[src/rtl/agu_sequencer_pkg.sv]
// Shared definitions for the AGU job sequencer: default widths and FSM state encoding.
package agu_sequencer_pkg;

    localparam int DEF_BWADDR   = 21;
    localparam int DEF_BWLENGTH = 8;
    localparam int DEF_BWCOUNT  = 16;

    typedef enum logic [1:0] {
        ST_IDLE = 2'd0,
        ST_LOAD = 2'd1,
        ST_RUN  = 2'd2,
        ST_DONE = 2'd3
    } seq_state_t;

    function automatic logic is_busy(input seq_state_t s);
        return s != ST_IDLE;
    endfunction

endpackage

[src/rtl/agu_sequencer_agu.sv]
// Four-dimensional address generator: nested counters, each wrap selects the next outer jump.
module agu_sequencer_agu import agu_sequencer_pkg::*; #(
    parameter int BWADDR   = DEF_BWADDR,
    parameter int BWLENGTH = DEF_BWLENGTH
) (
    input  logic                clk,
    input  logic                clr,
    input  logic                step,
    input  logic [BWLENGTH-1:0] l0,
    input  logic [BWLENGTH-1:0] l1,
    input  logic [BWLENGTH-1:0] l2,
    input  logic [BWLENGTH-1:0] l3,
    input  logic [BWADDR-1:0]   j0,
    input  logic [BWADDR-1:0]   j1,
    input  logic [BWADDR-1:0]   j2,
    input  logic [BWADDR-1:0]   j3,
    input  logic [BWADDR-1:0]   j4,
    output logic [BWADDR-1:0]   addr,
    output logic [3:0]          z
);

    logic [BWLENGTH-1:0] cnt0, cnt1, cnt2, cnt3;
    logic [BWADDR-1:0]   acc;
    logic [BWADDR-1:0]   jump;
    logic                w0, w1, w2, w3;

    // wN means every dimension up to N is at its last position, so this step wraps them all
    always_comb begin
        w0 = (cnt0 == l0);
        w1 = w0 && (cnt1 == l1);
        w2 = w1 && (cnt2 == l2);
        w3 = w2 && (cnt3 == l3);
        if (!w0) begin
            jump = j0;
        end else if (!w1) begin
            jump = j1;
        end else if (!w2) begin
            jump = j2;
        end else if (!w3) begin
            jump = j3;
        end else begin
            jump = j4;
        end
    end

    always_ff @(posedge clk) begin
        if (clr) begin
            cnt0 <= '0;
            cnt1 <= '0;
            cnt2 <= '0;
            cnt3 <= '0;
            acc  <= '0;
        end else if (step) begin
            cnt0 <= w0 ? '0 : cnt0 + 1'b1;
            if (w0) begin
                cnt1 <= w1 ? '0 : cnt1 + 1'b1;
            end
            if (w1) begin
                cnt2 <= w2 ? '0 : cnt2 + 1'b1;
            end
            if (w2) begin
                cnt3 <= w3 ? '0 : cnt3 + 1'b1;
            end
            acc <= acc + jump;
        end
    end

    assign addr = acc;
    assign z    = {w3, w2, w1, w0};

endmodule

[src/rtl/agu_sequencer.sv]
// Job sequencer around one AGU: latches a job on start, streams count addresses with
// valid/ready handshaking, then pulses done.
module agu_sequencer import agu_sequencer_pkg::*; #(
    parameter int BWADDR   = DEF_BWADDR,
    parameter int BWLENGTH = DEF_BWLENGTH,
    parameter int BWCOUNT  = DEF_BWCOUNT
) (
    input  logic                clk,
    input  logic                clr,
    input  logic                start,
    input  logic                abort,
    input  logic [BWLENGTH-1:0] l0,
    input  logic [BWLENGTH-1:0] l1,
    input  logic [BWLENGTH-1:0] l2,
    input  logic [BWLENGTH-1:0] l3,
    input  logic [BWADDR-1:0]   j0,
    input  logic [BWADDR-1:0]   j1,
    input  logic [BWADDR-1:0]   j2,
    input  logic [BWADDR-1:0]   j3,
    input  logic [BWADDR-1:0]   j4,
    input  logic [BWADDR-1:0]   base,
    input  logic [BWCOUNT-1:0]  count,
    output logic                out_valid,
    input  logic                out_ready,
    output logic [BWADDR-1:0]   out_addr,
    output logic [3:0]          out_z,
    output logic                out_last,
    output logic                busy,
    output logic                done
);

    seq_state_t          state, next_state;
    logic [BWLENGTH-1:0] sh_l0, sh_l1, sh_l2, sh_l3;
    logic [BWADDR-1:0]   sh_j0, sh_j1, sh_j2, sh_j3, sh_j4;
    logic [BWADDR-1:0]   sh_base;
    logic [BWCOUNT-1:0]  sh_count;
    logic [BWCOUNT-1:0]  remaining;
    logic                handshake;
    logic                agu_clr;
    logic [BWADDR-1:0]   agu_addr;
    logic [3:0]          agu_z;

    assign handshake = out_valid && out_ready;
    assign agu_clr   = clr || (state == ST_LOAD);

    // The job is captured only when a start is accepted, so the inputs are free to change mid-job
    always_ff @(posedge clk) begin
        if (clr) begin
            sh_l0    <= '0;
            sh_l1    <= '0;
            sh_l2    <= '0;
            sh_l3    <= '0;
            sh_j0    <= '0;
            sh_j1    <= '0;
            sh_j2    <= '0;
            sh_j3    <= '0;
            sh_j4    <= '0;
            sh_base  <= '0;
            sh_count <= '0;
        end else if (state == ST_IDLE && start) begin
            sh_l0    <= l0;
            sh_l1    <= l1;
            sh_l2    <= l2;
            sh_l3    <= l3;
            sh_j0    <= j0;
            sh_j1    <= j1;
            sh_j2    <= j2;
            sh_j3    <= j3;
            sh_j4    <= j4;
            sh_base  <= base;
            sh_count <= count;
        end
    end

    always_ff @(posedge clk) begin
        if (clr) begin
            remaining <= '0;
        end else if (state == ST_LOAD) begin
            remaining <= sh_count;
        end else if (handshake) begin
            remaining <= remaining - 1'b1;
        end
    end

    always_ff @(posedge clk) begin
        if (clr) begin
            state <= ST_IDLE;
        end else begin
            state <= next_state;
        end
    end

    always_comb begin
        next_state = state;
        case (state)
            ST_IDLE: begin
                if (start) begin
                    next_state = ST_LOAD;
                end
            end
            ST_LOAD: begin
                if (abort) begin
                    next_state = ST_IDLE;
                end else if (sh_count != '0) begin
                    next_state = ST_RUN;
                end else begin
                    next_state = ST_DONE;
                end
            end
            ST_RUN: begin
                if (abort) begin
                    next_state = ST_IDLE;
                end else if (handshake && out_last) begin
                    next_state = ST_DONE;
                end
            end
            ST_DONE: next_state = ST_IDLE;
            default: next_state = ST_IDLE;
        endcase
    end

    // An abort arriving in DONE suppresses the completion pulse in that same cycle
    always_comb begin
        out_valid = 1'b0;
        out_last  = 1'b0;
        done      = 1'b0;
        busy      = is_busy(state);
        case (state)
            ST_RUN: begin
                out_valid = 1'b1;
                out_last  = (remaining == BWCOUNT'(1));
            end
            ST_DONE: done = !abort;
            default: ;
        endcase
    end

    agu_sequencer_agu #(
        .BWADDR   (BWADDR),
        .BWLENGTH (BWLENGTH)
    ) u_agu (
        .clk  (clk),
        .clr  (agu_clr),
        .step (handshake),
        .l0   (sh_l0),
        .l1   (sh_l1),
        .l2   (sh_l2),
        .l3   (sh_l3),
        .j0   (sh_j0),
        .j1   (sh_j1),
        .j2   (sh_j2),
        .j3   (sh_j3),
        .j4   (sh_j4),
        .addr (agu_addr),
        .z    (agu_z)
    );

    assign out_addr = sh_base + agu_addr;
    assign out_z    = out_valid ? agu_z : 4'b0000;

endmodule

[config.mk]
export PLATFORM = sky130hd
export DESIGN_NAME = agu_sequencer
export DESIGN_NICKNAME = d
export VERILOG_FILES = /design/src/rtl/agu_sequencer_pkg.sv /design/src/rtl/agu_sequencer_agu.sv /design/src/rtl/agu_sequencer.sv
export SDC_FILE = /design/constraint.sdc
export NUM_CORES = 1
export LEC_CHECK = 0
export ABC_CLOCK_PERIOD_IN_PS = 10100
export CAP_MARGIN = 10
export CORE_UTILIZATION = 58
export CTS_BUF_LIST = sky130_fd_sc_hd__clkbuf_16
export DETAILED_ROUTE_END_ITERATION = 8
export PLACE_DENSITY = 0.86
export SLEW_MARGIN = 25
export SYNTH_ARGS = -nofsm -noshare
export SYNTH_HDL_FRONTEND = slang
export SYNTH_HIERARCHICAL = 1
export SYNTH_SLANG_ARGS = --single-unit
export TNS_END_PERCENT = 5
[constraint.sdc]
create_clock -name clk -period 10.1 [get_ports clk]
set_input_delay 3.03 -clock clk [delete_from_list [all_inputs] [get_ports clk]]
set_output_delay 3.03 -clock clk [all_outputs]
set_load 0.005 [all_outputs]
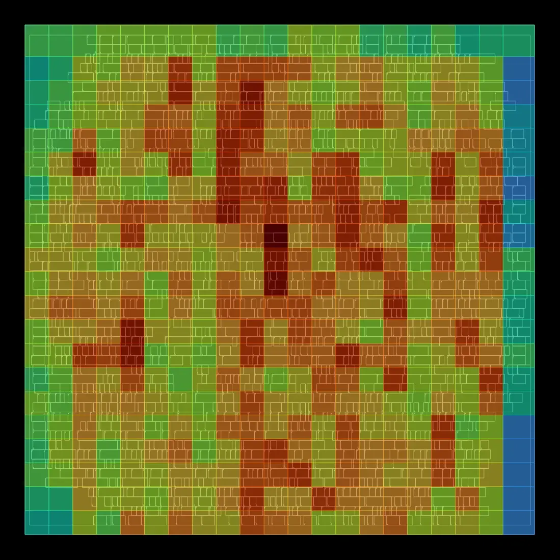
(run_1/congestion_map.png)
WL/cell: 15.92 um
Total GRT Usage: 0.2904
met2 usage: 0.4943
met3 usage: 0.05155
Post-Route Utilization: 0.7401

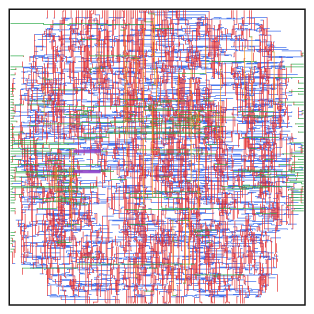
(run_1/layers.png)
Drawn at 2 px/um.
legend:
  orange:
    layer: M4
    wire_length: 834 um
  purple:
    layer: M5
    wire_length: 23.9 um
  green:
    layer: M3
    wire_length: 2340 um
  blue:
    layer: M1
    wire_length: 14000 um
  red:
    layer: M2
    wire_length: 15100 um

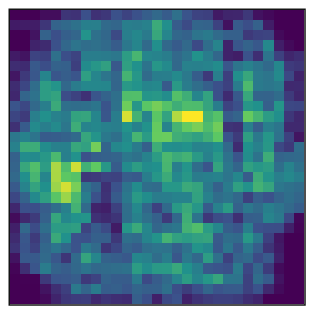
(run_1/route_heat.png)
Drawn at 2 px/um. The die is cut into 29 by 29 equal tiles; dark purple is low, yellow is high, scaled to the fullest tile. Values are wire area over tile area, all layers added.
densest ninth of the die: middle
fullest tile: 0.69
tiles over half the peak: 21%
nearly empty tiles: 5.2%
mean over tiles: 0.25

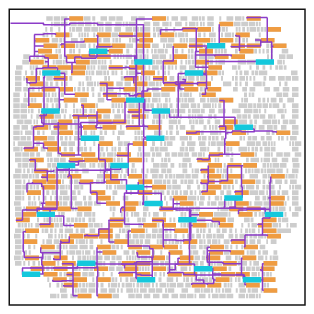
(run_1/clock_wires.png)
Drawn at 2 px/um.
legend:
  cyan:
    item: clock-net drivers
    count: 25
  purple:
    item: clock wires
    length: 2710 um
  orange:
    item: flip-flops
    count: 245
routed clock nets: 26
clk ins delay skew pair: 0.53 ns
P_clk: 855 uW

==> results.toml, run 1 <==
# synthesis and place-and-route metrics
[final_layout]
nFillCells = 1598
diodes = 1
clock_area_frac = 0.04965
comb_share = 0.4553
seq_area_um2 = 4905
num-clock-buffers = 25
drive_gt1_frac = 0.03818
seq_share = 0.3244
largest_cell_class = "combinational gates"
final-comb-area_um2 = 6884
layout_top_cell = "nand2_1"
n_all_buffers = 218

[yosys]
area_leaders = "dfxtp_1 40%, nand2_1 12%, a21oi_1 11%"
ys_cells = 1584
fp_nets = 1811
yosys-top-cells-count = "405 x nand2_1, 274 x a21oi_1, 245 x dfxtp_1"
ys_chip_area_um2 = 12210
yosysWarnings = 6
synth_cells = 1584
simple_gate_share = 0.2266
most_common_cell = "nand2_1"
yosysTopAreaCell = "dfxtp_1"
logic_family = "simple AND/OR/NAND/NOR gates"
ys_sh_aoi = 0.1799
ys_sh_mux = 0.04018
synth_xor_xnor_area_share = 0.06458
ys_types = 66
ff_type = "dfxtp_1"
synth_seq_share = 0.4018
synth_area_um2 = 12210
edf_count = 0
syn_area_per_cell_um2 = 7.706
fa_ha_area_frac = 0.05043
synth_flop_count = 245

[setup_path]
worstPathArrival_ns = 4.22
critPathBufInv = 3
reg2reg_to = "u_agu/addr[20]"
cp.required_ns = 7.07
r2r_slack_ns = 5.21
crit_end = "done"
r2r_start = "u_agu/cnt2[1]"
crit_type = "primary input to output pin"
cp-end-kind = "output pin"
worstSetupStartpoint = "abort"
cpPeakStageDelay_ns = 0.49
crit_chain = "clkdlybuf4s50_1 > inv_1 > and3_1 > clkdlybuf4s50_1"
crit_slowest_cell = "clkdlybuf4s50_1"
startpoint_type = "primary input"
cpMostUsedCell = "clkdlybuf4s50_1"
path_max_fanout = 3

[detailed_routing]
wl_mm = 32.25
dr.max_layer_used = "met5"
wl_met1_mm = 13.96
wl_met3_mm = 2.343
antenna_left = 0
wl_met2_mm = 15.09
drtIter0Drc = 967
vias_per_cell = 5.663
first_pass_iters = 5

[clock_network]
clock_sinks = 245
cts_buffer_depth = 3
cts_resized = 0
tritoncts = "yes"
cts_setup_buffers = 0
holdBufCountCts = 0
cts-buffers-inserted = 25

[placement]
place.gp.congestion = 0.9123
dp.cells = 1979
post-place-ws_ns = 2.861

[die]
boundaryPins = 208
die.size.y_um = 147.1
taps = 270
initCoreUtil = 0.5975
die_w_um = 147.1
core_area_um2 = 20430
fp-row-count = 52

[run]
warnings = 31
drv_cap = 0

[pwr]
power_frac_seq = 0.441
p_switching_uw = 680.4
p_clk_frac = 0.360
power_leader = "registers"
power_density_nw_per_um2 = 157.2
swShare = 0.2863
power.leakage_nw = 6.007
seq_power_mw = 1.05
intPower_mw = 1.696

[sta]
period_minus_slack_ns = 7.250
fin_ws_ns = 2.850
drv_slew = 0
fin_crit_sh = 0.7178
fmax_mhz = 137.9
setup-violations-final = 0
skew_ns = 0.01242

[worst_hold_path]
hold_end = "sh_j3[16]"
hold_depth = 2

[status]
status = "complete, no violations"

[global_routing]
busiest_layer = "met2"
antenna_found_initial = 2
use_met1 = 0.3742
overflow = 0
grt_pass1_wl_mm = 51.47
==> run 2: changes to the inputs <==
ABC_CLOCK_PERIOD_IN_PS = 6950   (was 10100)
CORE_UTILIZATION = 54   (was 58)
PLACE_DENSITY = 0.81   (was 0.86)
clock period = 6.95 ns   (was 10.1 ns; I/O delays follow)
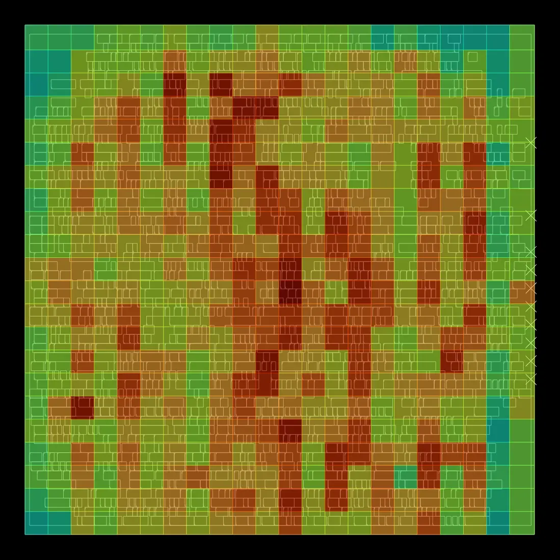
(run_2/congestion_map.png)
met1 GRT Util: 0.3642
met2 usage: 0.4676

==> run 2 against run 1 <==
The flow now finishes with violations (design-rule violations). Sequential cell count unchanged. Wire length rose by 3.9%. Power is 47% higher. Hold slack about the same. Final cell count grew 0.64%. Clock skew grew 0.0099 ns. Worst setup slack got worse by 1.5 ns. Sequential share of layout area shrank 0.080 points. Die size rose by 7.3%. Sequential power is 45% higher. Cell area increased by 0.25%. Global-route usage shrank 0.51 points. Largest cell class unchanged.
==> results.toml, run 2 <==
# synthesis and place-and-route metrics
[status]
status = "finished with violations"
violations = "design-rule violations"

[final_layout]
seq_area_um2 = 4905
clock_area_frac = 0.05135
layout_top_cell = "nand2_1"
nFillCells = 1865
drive_gt1_frac = 0.03697
num-clock-buffers = 26
final-comb-area_um2 = 6887
comb_share = 0.4544
final_util = 0.6881
n_all_buffers = 219
diodes = 1

[detailed_routing]
dr.max_layer_used = "met4"
wl_mm = 33.51
wl_met2_mm = 15.24
avgRoutedWirePerCell_um = 16.44
wl_met3_mm = 2.235
first_pass_iters = 7
wl_met1_mm = 14.54
vias_per_cell = 5.638
drc = 20

[yosys]
fa_ha_area_frac = 0.05043
synth_xor_xnor_area_share = 0.06458
syn_area_per_cell_um2 = 7.706
fp_nets = 1811
ys_types = 66
edf_count = 0
ys_cells = 1584
synth_area_um2 = 12210
area_leaders = "dfxtp_1 40%, nand2_1 12%, a21oi_1 11%"
ff_type = "dfxtp_1"
ys_chip_area_um2 = 12210
logic_family = "simple AND/OR/NAND/NOR gates"
synth_seq_share = 0.4018
synth_flop_count = 245
synth_cells = 1584
yosys-top-cells-count = "405 x nand2_1, 274 x a21oi_1, 245 x dfxtp_1"
yosysWarnings = 6
most_common_cell = "nand2_1"

[clock_network]
cts_resized = 0
cts_setup_buffers = 0
tritoncts = "yes"
cts_buffer_depth = 3
insertion_delay_ns = 0.53
holdBufCountCts = 0
cts-buffers-inserted = 26

[setup_path]
critPathBufInv = 1
crit_end = "out_addr[16]"
crit_chain = "ha_1 > fa_1 > a211o_1 > a21oi_1 > o211ai_1 > a31oi_1 > mux2i_1 > xnor2_1 > clkdlybuf4s50_1"
cpPeakStageDelay_ns = 0.51
worstPathArrival_ns = 3.54
crit_slowest_cell = "clkdlybuf4s50_1"
path_max_fanout = 3
reg2reg_to = "u_agu/addr[20]"
r2r_start = "u_agu/cnt1[4]"
crit_type = "flop to output pin"
startpoint_type = "flop"
cp.required_ns = 4.87
worstSetupStartpoint = "u_agu/addr[0]"

[global_routing]
overflow = 0
grt_pass1_wl_mm = 54.26
track_usage = 0.2853
antenna_found_initial = 0
use_met3 = 0.05518
busiest_layer = "met2"

[sta]
fmax_mhz = 177.7
skew_ns = 0.02233
drv_slew = 0
period_minus_slack_ns = 5.627
fin_ws_ns = 1.323

[die]
initCoreUtil = 0.5542
fp-row-count = 54
die_w_um = 152.4
boundaryPins = 208
core_area_um2 = 22030
die.size.y_um = 152.4
taps = 280

[pwr]
intPower_mw = 2.488
swShare = 0.2870
clk-power_mw = 1.27
power_frac_seq = 0.437
p_switching_mw = 1.001
seq_power_mw = 1.52
power_leader = "registers"
power_density_nw_per_um2 = 230.2
power.leakage_nw = 6.035
p_clk_frac = 0.364

[worst_hold_path]
hold_end = "sh_j2[3]"
hold_depth = 2

[placement]
dp.cells = 1991
place.gp.congestion = 0.9178
post-place-ws_ns = 1.590

[run]
drv_cap = 0
==> run 3: changes to the inputs <==
ABC_CLOCK_PERIOD_IN_PS = 5500   (was 6950)
clock period = 5.5 ns   (was 6.95 ns; I/O delays follow)
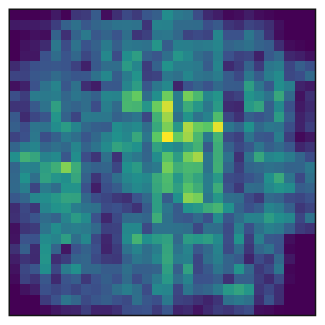
(run_3/route_heat.png)
Drawn at 2 px/um. The die is cut into 30 by 30 equal tiles; dark purple is low, yellow is high, scaled to the fullest tile. Values are wire area over tile area, all layers added.
densest ninth of the die: middle
nearly empty tiles: 5.7%
mean over tiles: 0.23
fullest tile: 0.73
tiles over half the peak: 14%
final WL: 33.18 mm
WL/cell: 16.27 um
Total GRT Usage: 0.2795
via count of the routed design: 11460

==> run 3 against run 2 <==
Count of clock-buffer cells in the layout down 1. Via count down 0.29%. The flow still finishes with violations (design-rule violations). Clock power up 29%.
==> results.toml, run 3 <==
# synthesis and place-and-route metrics
[setup_path]
crit_slowest_cell = "clkdlybuf4s50_1"
startpoint_type = "flop"
reg2reg_to = "u_agu/addr[20]"
cp.required_ns = 3.85
worstPathArrival_ns = 3.53
worstSetupStartpoint = "u_agu/addr[0]"
r2r_start = "u_agu/cnt3[0]"
path_max_fanout = 3
crit_chain = "ha_1 > fa_1 > a211o_1 > a21oi_1 > o211ai_1 > a31oi_1 > mux2i_1 > xnor2_1 > clkdlybuf4s50_1"
critPathBufInv = 1
crit_type = "flop to output pin"

[final_layout]
diodes = 0
num-clock-buffers = 25
layout_top_cell = "nand2_1"
final_util = 0.6903
nFillCells = 1828
final-comb-area_um2 = 6884
n_all_buffers = 223
clock_area_frac = 0.05184
seq_area_um2 = 4905
comb_share = 0.4528

[die]
core_area_um2 = 22030
fp-row-count = 54
boundaryPins = 208

[pwr]
power_leader = "registers"
p_clk_frac = 0.369
power_density_nw_per_um2 = 292.8
p_switching_mw = 1.242
clk-power_mw = 1.64
seq_power_mw = 1.93

[global_routing]
overflow = 0
met2_usage = 0.4630
grt_pass1_wl_mm = 53.51
use_met1 = 0.3635

[yosys]
ff_type = "dfxtp_1"
fp_nets = 1811
yosys-top-cells-count = "405 x nand2_1, 274 x a21oi_1, 245 x dfxtp_1"
synth_xor_xnor_area_share = 0.06458
syn_area_per_cell_um2 = 7.706
yosysWarnings = 6
ys_cells = 1584
edf_count = 0
area_leaders = "dfxtp_1 40%, nand2_1 12%, a21oi_1 11%"
most_common_cell = "nand2_1"

[detailed_routing]
wl_met1_mm = 14.32
wl_met2_mm = 15.55
first_pass_iters = 7
vias_per_cell = 5.621
dr.max_layer_used = "met4"
wl_met3_mm = 2.225
drc = 10

[clock_network]
insertion_delay_ns = 0.52
cts_setup_buffers = 0
holdBufCountCts = 0
tritoncts = "yes"

[worst_hold_path]
hold_depth = 2

[status]
violations = "design-rule violations"
status = "finished with violations"

[placement]
dp.cells = 1995

[sta]
drv_slew = 0
Power is estimated from default activity; no workload was simulated.
